==> run_1/met1.png <==
Scale bar: 20 um. Supply wires on this layer in grey. Cells faint in the background.
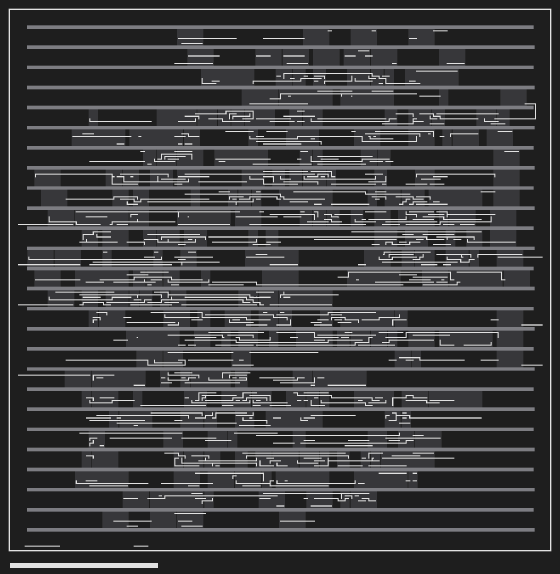
==> run_1/met2.png <==
Scale bar: 20 um. Cells faint in the background.
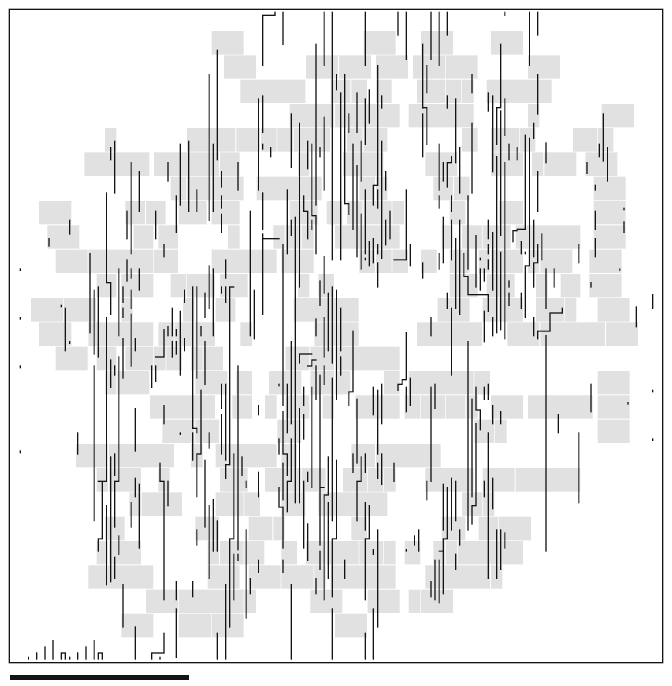
==> run_1/zoom.png <==
Scale bar: 10 um. Window x 17 to 57, y 2 to 42 um. Cells in grey, sequential cells in the stronger grey; small squares are vias.
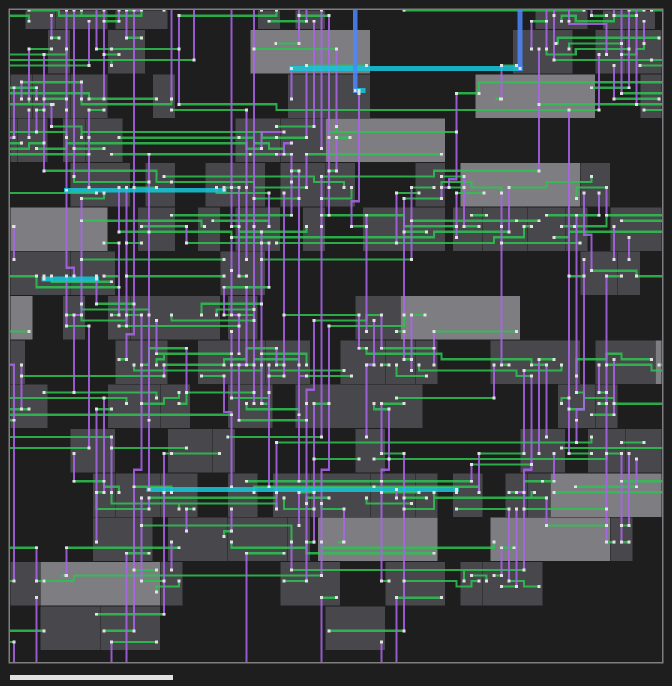
==> run_1/drive_strength.png <==
Scale bar: 20 um.
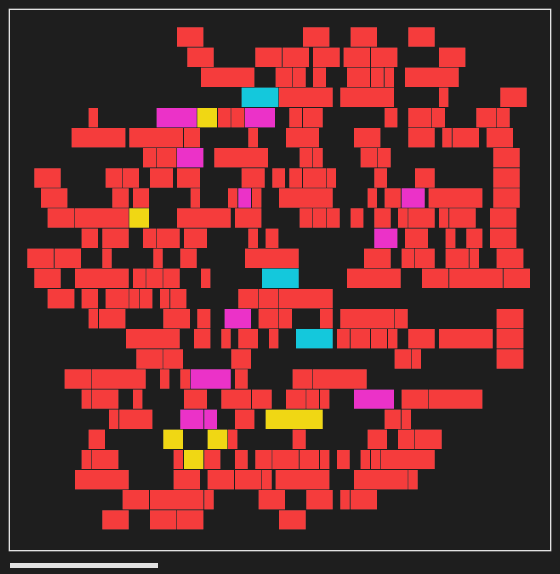
===== src/rtl/pc_sequencer.sv =====
// Program-counter sequencer for the 9-bit ISA core: PC register, branch/call/return next-PC,
// IDLE/RUN/HALT lifecycle and retired-instruction count. Optional link register: PC_LINK_EN.
module pc_sequencer #(
   parameter int D     = 9,
   parameter int LUT_W = 5,
   parameter int CNT_W = 16
) (
   input  logic             clk,
   input  logic             reset,
   input  logic             start,
   input  logic             stall,
   input  logic             halt_req,
   input  logic             branch_en,
   input  logic             branch_cond,
   input  logic [LUT_W-1:0] branch_idx,
   input  logic             call_en,
   input  logic             ret_en,
   output logic [LUT_W-1:0] lut_addr,
   input  logic [D-1:0]     lut_target,
   output logic [D-1:0]     prog_ctr,
   output logic             fetch_en,
   output logic             done,
   output logic [CNT_W-1:0] instr_cnt
);

   typedef enum logic [1:0] {IDLE, RUN, HALT} state_t;

   state_t         state;
   state_t         stateNext;
   logic [D-1:0]   pcNext;
   logic [D-1:0]   pcPlusOne;
   logic [CNT_W-1:0] cntNext;
   logic           retire;

`ifdef PC_LINK_EN
   logic [D-1:0]   link;
   logic [D-1:0]   linkNext;
`else
   logic           unusedRet;
   assign unusedRet = ret_en;
`endif

   assign pcPlusOne = prog_ctr + {{(D-1){1'b0}}, 1'b1};
   assign retire    = (state == RUN) && !stall;

   always_ff @(posedge clk) begin
      if (reset) begin
         state <= IDLE;
      end else begin
         state <= stateNext;
      end
   end

   // A halting instruction only takes effect when it actually retires (not stalled).
   always_comb begin
      stateNext = state;
      case (state)
         IDLE:    if (start) stateNext = RUN;
         RUN:     if (!stall && halt_req) stateNext = HALT;
         HALT:    if (start) stateNext = RUN;
         default: stateNext = IDLE;
      endcase
   end

   always_comb begin
      pcNext  = prog_ctr;
      cntNext = instr_cnt;
`ifdef PC_LINK_EN
      linkNext = link;
`endif
      if (state == IDLE || state == HALT) begin
         if (start) begin
            pcNext  = '0;
            cntNext = '0;
         end
      end else if (retire) begin
         if (instr_cnt != '1) begin
            cntNext = instr_cnt + {{(CNT_W-1){1'b0}}, 1'b1};
         end
         // Priority: halt, return, call, taken branch, sequential.
         if (halt_req) begin
            pcNext = prog_ctr;
`ifdef PC_LINK_EN
         end else if (ret_en) begin
            pcNext = link;
         end else if (call_en) begin
            linkNext = pcPlusOne;
            pcNext   = lut_target;
`else
         end else if (call_en) begin
            pcNext = lut_target;
`endif
         end else if (branch_en && branch_cond) begin
            pcNext = lut_target;
         end else begin
            pcNext = pcPlusOne;
         end
      end
   end

   always_ff @(posedge clk) begin
      if (reset) begin
         prog_ctr  <= '0;
         instr_cnt <= '0;
`ifdef PC_LINK_EN
         link      <= '0;
`endif
      end else begin
         prog_ctr  <= pcNext;
         instr_cnt <= cntNext;
`ifdef PC_LINK_EN
         link      <= linkNext;
`endif
      end
   end

   always_comb begin
      fetch_en = retire;
      done     = (state == HALT);
      lut_addr = branch_idx;
   end

endmodule

===== config.mk =====
export PLATFORM = sky130hd
export DESIGN_NAME = pc_sequencer
export DESIGN_NICKNAME = d
export VERILOG_FILES = /design/src/rtl/pc_sequencer.sv
export SDC_FILE = /design/constraint.sdc
export NUM_CORES = 1
export LEC_CHECK = 0
export CORE_MARGIN = 2
export CORE_UTILIZATION = 35
export CTS_BUF_LIST = sky130_fd_sc_hd__clkbuf_8 sky130_fd_sc_hd__clkbuf_16
export DETAILED_ROUTE_END_ITERATION = 10
export REMOVE_ABC_BUFFERS = 1
export SYNTH_ARGS = -nofsm -noshare
export SYNTH_HDL_FRONTEND = slang
export SYNTH_SLANG_ARGS = --single-unit

===== constraint.sdc =====
create_clock -name clk -period 3.1 [get_ports clk]
set_input_delay 0.465 -clock clk [delete_from_list [all_inputs] [get_ports clk]]
set_output_delay 0.465 -clock clk [all_outputs]
set_load 0.005 [all_outputs]

==> GITHUB_STEP_SUMMARY, run 1 <==
### Metrics collected by this job

| Metric | Value |
|---|---|
| Status | `completed` |
| Post-Place Cell Area | `0.00213 mm^2` |
| Die width | `73.0 um` |
| Slew @ Worst Pin | `between 800 and 900 ps` |
| Critical path buffers and inverters | `3` |
| Met3 usage | `under 10%` |
| First-pass GRT wire length | `between 7000 and 8000 um` |
| Min-Delay Endpoint | `instr_cnt[8]` |
| Worst R2R Start | `state[0]` |
| Hold Crit Class | `flip-flop to flip-flop` |
| H-tree levels | `1` |
| Layout Skew | `9.41 ps` |
| Seq pwr | `0.360 mW` |
| Maximum clock path buffer count | `2` |
| CP cell instances | `clkdlybuf4s50_1, or3b_1, clkinv_2, clkdlybuf4s50_1` |
| Root Driver | `clkbuf_8` |
| FP Core Util | `35.8%` |
| Clk. pwr | `0.212 mW` |
| Reg-to-reg slack, setup | `1040 ps` |
| CP max FO | `7` |
| Library cells used by synthesis | `51` |
| Largest area contributor in the netlist | `dfxtp_1` |
| Clock Pin Slew Worst Setup and Hold Paths | `110 ps` |
| Sink Count | `27` |
| Fraction of layout instances using a drive strength above 1 | `8.30%` |
| Largest reg by FF count | `instr_cnt` |
| Biggest cell delay along the critical path | `520 ps` |
| P_comb | `0.100 mW` |
| Pins Over Slew Limit | `0` |
| Top cells excl fill/tap | `clkdlybuf4s50_1 (43), nand2_1 (33), dfxtp_1 (27)` |
| Reg power frac | `53.5%` |
| Vias in the first global route | `1,526` |
| XOR Share, Synth | `1.05%` |
| HPWL after DPL | `3140 um` |
| Element type at the critical path end | `output port` |
| Adder share | `1.50%` |
| Pwr dens | `between 300 and 400 mW/mm^2` |
| GRT overflow | `0` |
| Final period utilization | `81.4%` |
| Top routing layer used | `met4` |
| # setup viols final | `0` |
| Post-Synthesis Cells | `~200` |
| TritonCTS clock tree | `yes` |
| Core area | `0.00466 mm^2` |
| GR peak layer | `met2` |
| Worst vdd ir | `0.146 mV` |
| Post-CTS Setup Bufs | `0` |
| Vias per cell | `5.61` |
| Final ANT Viol Nets | `0` |
| Post_cts resized | `0` |
| Final nets | `267` |
| Met3 WL | `197 um` |
| Critical path's most frequent cell | `clkdlybuf4s50_1` |
| Critical Path RT | `between 2000 and 3000 ps` |
| Setup ws final | `576 ps` |
| Aoi share | `24.5%` |
| Design Power | `approximately 0.67 mW` |
| Die Y | `73.0 um` |
| Hold path depth | `2` |
| Synthesized area per cell | `8.26 um^2` |
| Sw Ratio | `26.6%` |
| Lkg Pwr | `between 0.7 and 0.8 nW` |
| Prevailing post-synth register cell | `dfxtp_1` |
| Largest net degree at the start of global routing | `18` |
| Synth Cell Area | `0.00167 mm^2` |
| Registers, synthesis | `27` |
| Switch Pwr | `0.179 mW` |
| Final instance area | `0.00218 mm^2` |
| DR WL met2 | `1850 um` |
| # fillers | `457` |
| Number of flip-flops in the largest register | `16` |
| Hold Slack | `between 500 and 600 ps` |
| # DRC | `0` |
| Worst setup path startpoint | `stall` |
| Internal power | `0.494 mW` |
| Critical path depth in cells | `4` |
| Routed wire per std cell | `14.9 um` |
| OpenROAD warnings | `26` |
| Synthesis-to-finish area growth | `30.7%` |
| Metal-1 WL | `2290 um` |
| CP endpoint | `fetch_en` |
| Hold buffers post-CTS | `0` |
| Cell at the slowest stage of the critical path | `or3b_1` |
| Core Rows | `25` |
| ANT cells | `0` |
| Die area | `0.00533 mm^2` |
| Total I/O pin count | `55` |
Back to the opening pictures, met1.png:
The wires run mostly horizontal. The longest straight run is 29.4 um. The layer carries 2,290 um of wire. The layer holds 52% of the routed length. 235 nets have wire on it.
via count: 1,655
met1 usage: 25.5%
final WL: 4400 um

Back to the opening pictures, met2.png:
The layer holds 42% of the routed length. The layer carries 1,850 um of wire. The longest straight run is 32.0 um.
met2 track utilization from global routing: 25.7%

Back to the opening pictures, zoom.png:
Key: met4 = blue; met2 = purple; met1 = green; met3 = cyan
Netlist names of flops here include instr_cnt (9), prog_ctr (1). Sequential cells in the window: 10. 100 logic cells have their middle in the window. Most frequent: nand2_1 (16), dfxtp_1 (10), clkdlybuf4s50_1 (8).

Back to the opening pictures, drive_strength.png:
Key: drive 1 or less = red [cells 221, share 92%, most used clkdlybuf4s50_1]; drive 6 and up = cyan [cells 3, share 1.2%, most used clkbuf_8]; drive 3 to 4 = yellow [cells 6, share 2.5%, most used buf_4]; drive 2 = magenta [cells 11, share 4.6%]

==> run 1: kinds of logic (layout without fill, tap and decap cells) <==
group / after synthesis / in the layout
flip-flops: 27 / 27
buffers and inverters: 19 / 58
AND-OR/OR-AND: 55 / 55
XOR/XNOR: 2 / 2
AND/OR/NAND/NOR: 86 / 86
multiplexers: 11 / 11
adder cells (fa/ha/maj): 2 / 2
==> run 1: cell type report <==
| class | count | area, um^2 | area share, % |
|---|---|---|---|
| repair buffers | 48 | 468 | 21.5 |
| well taps | 54 | 67.6 | 3.10 |
| clock inverters | 1 | 5.00 | 0.230 |
| flip-flops and latches | 27 | 541 | 24.8 |
| inverters | 6 | 23.8 | 1.09 |
| clock buffers | 3 | 41.3 | 1.89 |
| multi-input cells | 156 | 1030 | 47.4 |
==> run_1/final_congestion.png <==
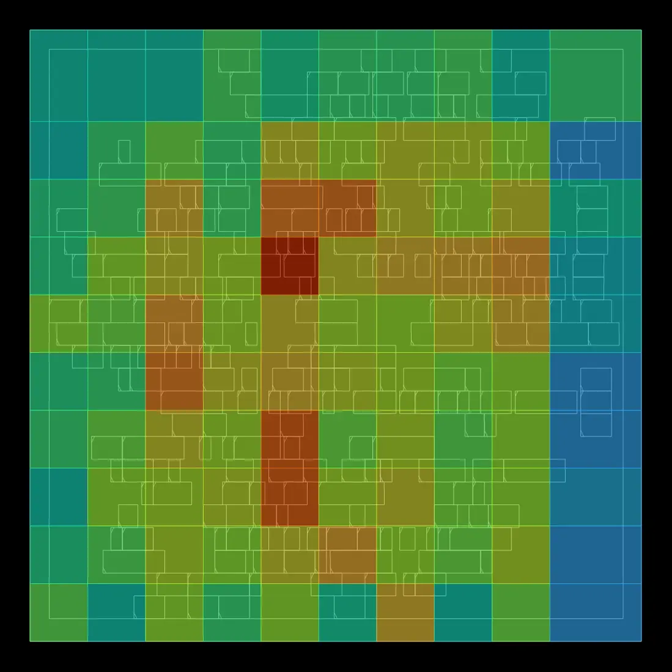

==> run 1 -> run 2 <==
==> constraint.sdc (replaced) <==
create_clock -name clk -period 2.5 [get_ports clk]
set_input_delay 0.375 -clock clk [delete_from_list [all_inputs] [get_ports clk]]
set_output_delay 0.375 -clock clk [all_outputs]
set_load 0.005 [all_outputs]
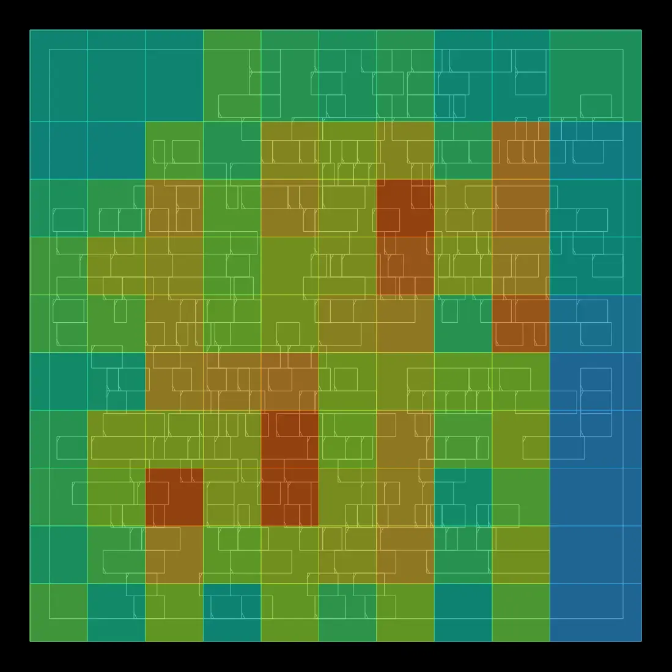
(run_2/final_congestion.png)
Core Util, Final: 47.1%
met1 usage: 25.8%
GR peak layer: met1

==> GITHUB_STEP_SUMMARY, run 2 <==
### Metrics collected by this job

| Metric | Value |
|---|---|
| Status | `completed` |
| Critical path's most frequent cell | `clkdlybuf4s50_1` |
| Largest area contributor in the netlist | `dfxtp_1` |
| Hold Crit Class | `flip-flop to flip-flop` |
| Placed insts | `293` |
| Switch Pwr | `0.212 mW (+19%)` |
| Root Driver | `clkbuf_8` |
| First-pass GRT wire length | `7190 um (-1.7%)` |
| Port Buffers | `43` |
| Total CTS buffers | `3` |
| DRT Pass-1 Iters | `4` |
| TritonCTS clock tree | `yes` |
| Vias per cell | `5.53 (-1.5%)` |
| Internal power | `0.612 mW (+24%)` |
| CP endpoint | `fetch_en` |
| FP Core Util | `35.8% (unchanged)` |
| Worst vdd ir | `0.180 mV (+23%)` |
| Cell area leaders | `dfxtp_1 (32%), nand2_1 (7.4%), mux2i_1 (6.0%)` |
| Slew HR | `63.0%` |
| Lkg Pwr | `0.726 nW (+1.7%)` |
| Core Rows | `25 (unchanged)` |
| Top delay family on crit path | `buffers and inverters` |
| Yosys simple share | `28.3%` |
| Met2 track utilization from global routing | `24.2% (-1.5 points)` |
| Cell Count, Final, Fillers Out | `approximately 300` |
| Critical Path RT | `2120 ps (-510 ps)` |
| # Cells Yosys | `202` |
| Die Y | `73.0 um (unchanged)` |
| Yosys stat area | `0.00167 mm^2` |
| Vias in the first global route | `1,485 (-2.7%)` |
| Adder share | `1.50% (unchanged)` |
| Multiplexer share | `6.68%` |
| Number of DRC markers in iteration 0 | `133` |
| Share of the synthesized area in the top cell type | `32.4%` |
| DP Worst Slack | `158 ps` |
| Synthesized area per cell | `8.26 um^2 (unchanged)` |
| Setup TNS | `0 ps` |
| Registers, synthesis | `27 (unchanged)` |
| Biggest regs | `instr_cnt: 16 flops, prog_ctr: 9 flops, state: 2 flops` |
| Final nets | `269 (+0.75%)` |
| Post_cts resized | `0 (unchanged)` |
| Initial antenna violation count | `0` |
| Final WL | `4400 um (about the same)` |
| Comb power frac | `15.8%` |
| Library cells used by synthesis | `51 (unchanged)` |
| Reg power frac | `53.6% (about the same)` |
| Post-CTS Setup Bufs | `0 (unchanged)` |
| Post-Synthesis Cells | `202 (unchanged)` |
| Biggest cell delay along the critical path | `520 ps (about the same)` |
| # setup viols final | `0 (unchanged)` |
| H-tree levels | `1 (unchanged)` |
| Leading cell type by number of instances after synthesis | `nand2_1` |
| Met3 WL | `179 um (-9.1%)` |
| Final instance area | `0.00219 mm^2 (+0.63%)` |
| # DRC | `0 (unchanged)` |
| Pins Over Slew Limit | `0 (unchanged)` |
| Via count | `1,642 (-0.79%)` |
| OpenROAD warnings | `26 (unchanged)` |
| Final ANT Viol Nets | `0 (unchanged)` |
| Number of flip-flops in the largest register | `16 (unchanged)` |
| FF-to-FF End | `instr_cnt[12]` |
| Synth Seq Share | `32.4%` |
| Maxcap violations | `0` |
| Gpl congestion | `~0.8` |
| Metal-1 WL | `2380 um (+3.8%)` |
| Reg-to-reg slack, setup | `610 ps (-430 ps)` |
| Critical path depth in cells | `4 (unchanged)` |
| Worst setup path startpoint | `stall` |
| Synth Cell Area | `0.00167 mm^2 (unchanged)` |
| Top cells excl fill/tap | `clkdlybuf4s50_1 (43), nand2_1 (33), dfxtp_1 (27)` |
| RSZ-0062 raised after global routing | `no` |
| Slew @ Worst Pin | `552 ps (-251 ps)` |
| CP max FO | `7 (unchanged)` |
| Min-Delay Endpoint | `instr_cnt[8]` |
| Total I/O pin count | `55 (unchanged)` |
| Clk latency late pin | `270 ps` |
| ANT cells | `0 (unchanged)` |
| Pwr dens | `376 mW/mm^2 (+22%)` |
| GRT overflow | `0 (unchanged)` |
| Top non-seq family | `simple AND/OR/NAND/NOR gates` |
| Sink Count | `27 (unchanged)` |
| Layout Skew | `2.65 ps (-6.76 ps)` |
| Maximum clock path buffer count | `2 (unchanged)` |
| Crit path kind | `input pin to output port` |
| Fraction of layout instances using a drive strength above 1 | `8.64% (+0.34 points)` |
| Post-synth EDFFs | `0` |
| All-Layer GR Usage | `16.6%` |
| Routed wire per std cell | `14.8 um (-0.72%)` |
| Design Power | `0.824 mW (+23%)` |
| Clock Pin Slew Worst Setup and Hold Paths | `100 ps (about the same)` |
| Prevailing post-synth register cell | `dfxtp_1` |
| Ys Warns | `0` |
| Core area | `0.00466 mm^2 (unchanged)` |
| Met3 usage | `2.49% (-0.41 points)` |
| Setup ws final | `167 ps (-409 ps)` |
| Die area | `0.00533 mm^2 (unchanged)` |
| Aoi share | `24.5% (unchanged)` |
| Critical Path AT | `1960 ps` |
| Hold path startpoint | `instr_cnt[8]` |
| Sw Ratio | `25.8% (-0.85 points)` |
| Die width | `73.0 um (unchanged)` |
| DR WL met2 | `1820 um (-1.5%)` |
| XOR Share, Synth | `1.05% (unchanged)` |
| Commonest cells in the netlist | `nand2_1 (33), dfxtp_1 (27), a21oi_1 (11), o21ai_0 (11), or3_1 (11)` |
| Hold Slack | `498 ps (-2.43 ps)` |
| Min Clock Period, post-route | `2330 ps` |
| Clock power share | `30.6%` |
| Hold path depth | `2 (unchanged)` |
| Hold buffers post-CTS | `0 (unchanged)` |
| FFs w/ async S/R, synth | `0%` |
| Top routing layer used | `met4` |
| Largest reg by FF count | `instr_cnt` |
| HPWL after DPL | `3150 um (about the same)` |
| Top cell excl fill/tap | `clkdlybuf4s50_1` |
| Cell at the slowest stage of the critical path | `or3b_1` |
| Final hold violation count | `0` |
| Final period utilization | `approximately 93%` |
| Largest net degree at the start of global routing | `18 (unchanged)` |
| CP cell instances | `clkdlybuf4s50_1, or3b_1, clkinv_2, clkdlybuf4s50_1` |
| Post-Place Cell Area | `0.00215 mm^2 (+0.70%)` |
| Crit start category | `input pin` |
| Synthesis-to-finish area growth | `31.5%` |
| Element type at the critical path end | `output port` |
| Worst R2R Start | `instr_cnt[7]` |
| Worst R2R Path Depth | `4` |
| Fmax | `429 MHz` |
| Critical path buffers and inverters | `3 (unchanged)` |
[run 2: netlist changes by cell type in the layout (fill, tap and decap cells not counted)]
cell	delta
buf_4	+2
clkinv_2	-1
inv_1	+1
[run 2: power groups by stage]
stage          clock network (mW)  registers, mW  logic [mW]
2_1_floorplan                   0          0.454      0.0589
3_3_place_gp                    0          0.452       0.131
3_5_place_dp                    0          0.452       0.131
4_1_cts                     0.261          0.442       0.132
5_1_grt                     0.276          0.444       0.142
6_report                    0.252          0.442       0.130
[run 2: layout make-up]
type	instances	area [um^2]
clock buffer	3	41.3
clock inverter	1	3.75
fill	469	2470
inverter	6	23.8
multi-input combinational	156	1030
sequential	27	541
tap	54	67.6
timing repair buffer	50	483
No activity file was given, so power comes from the tool's default toggle rates.
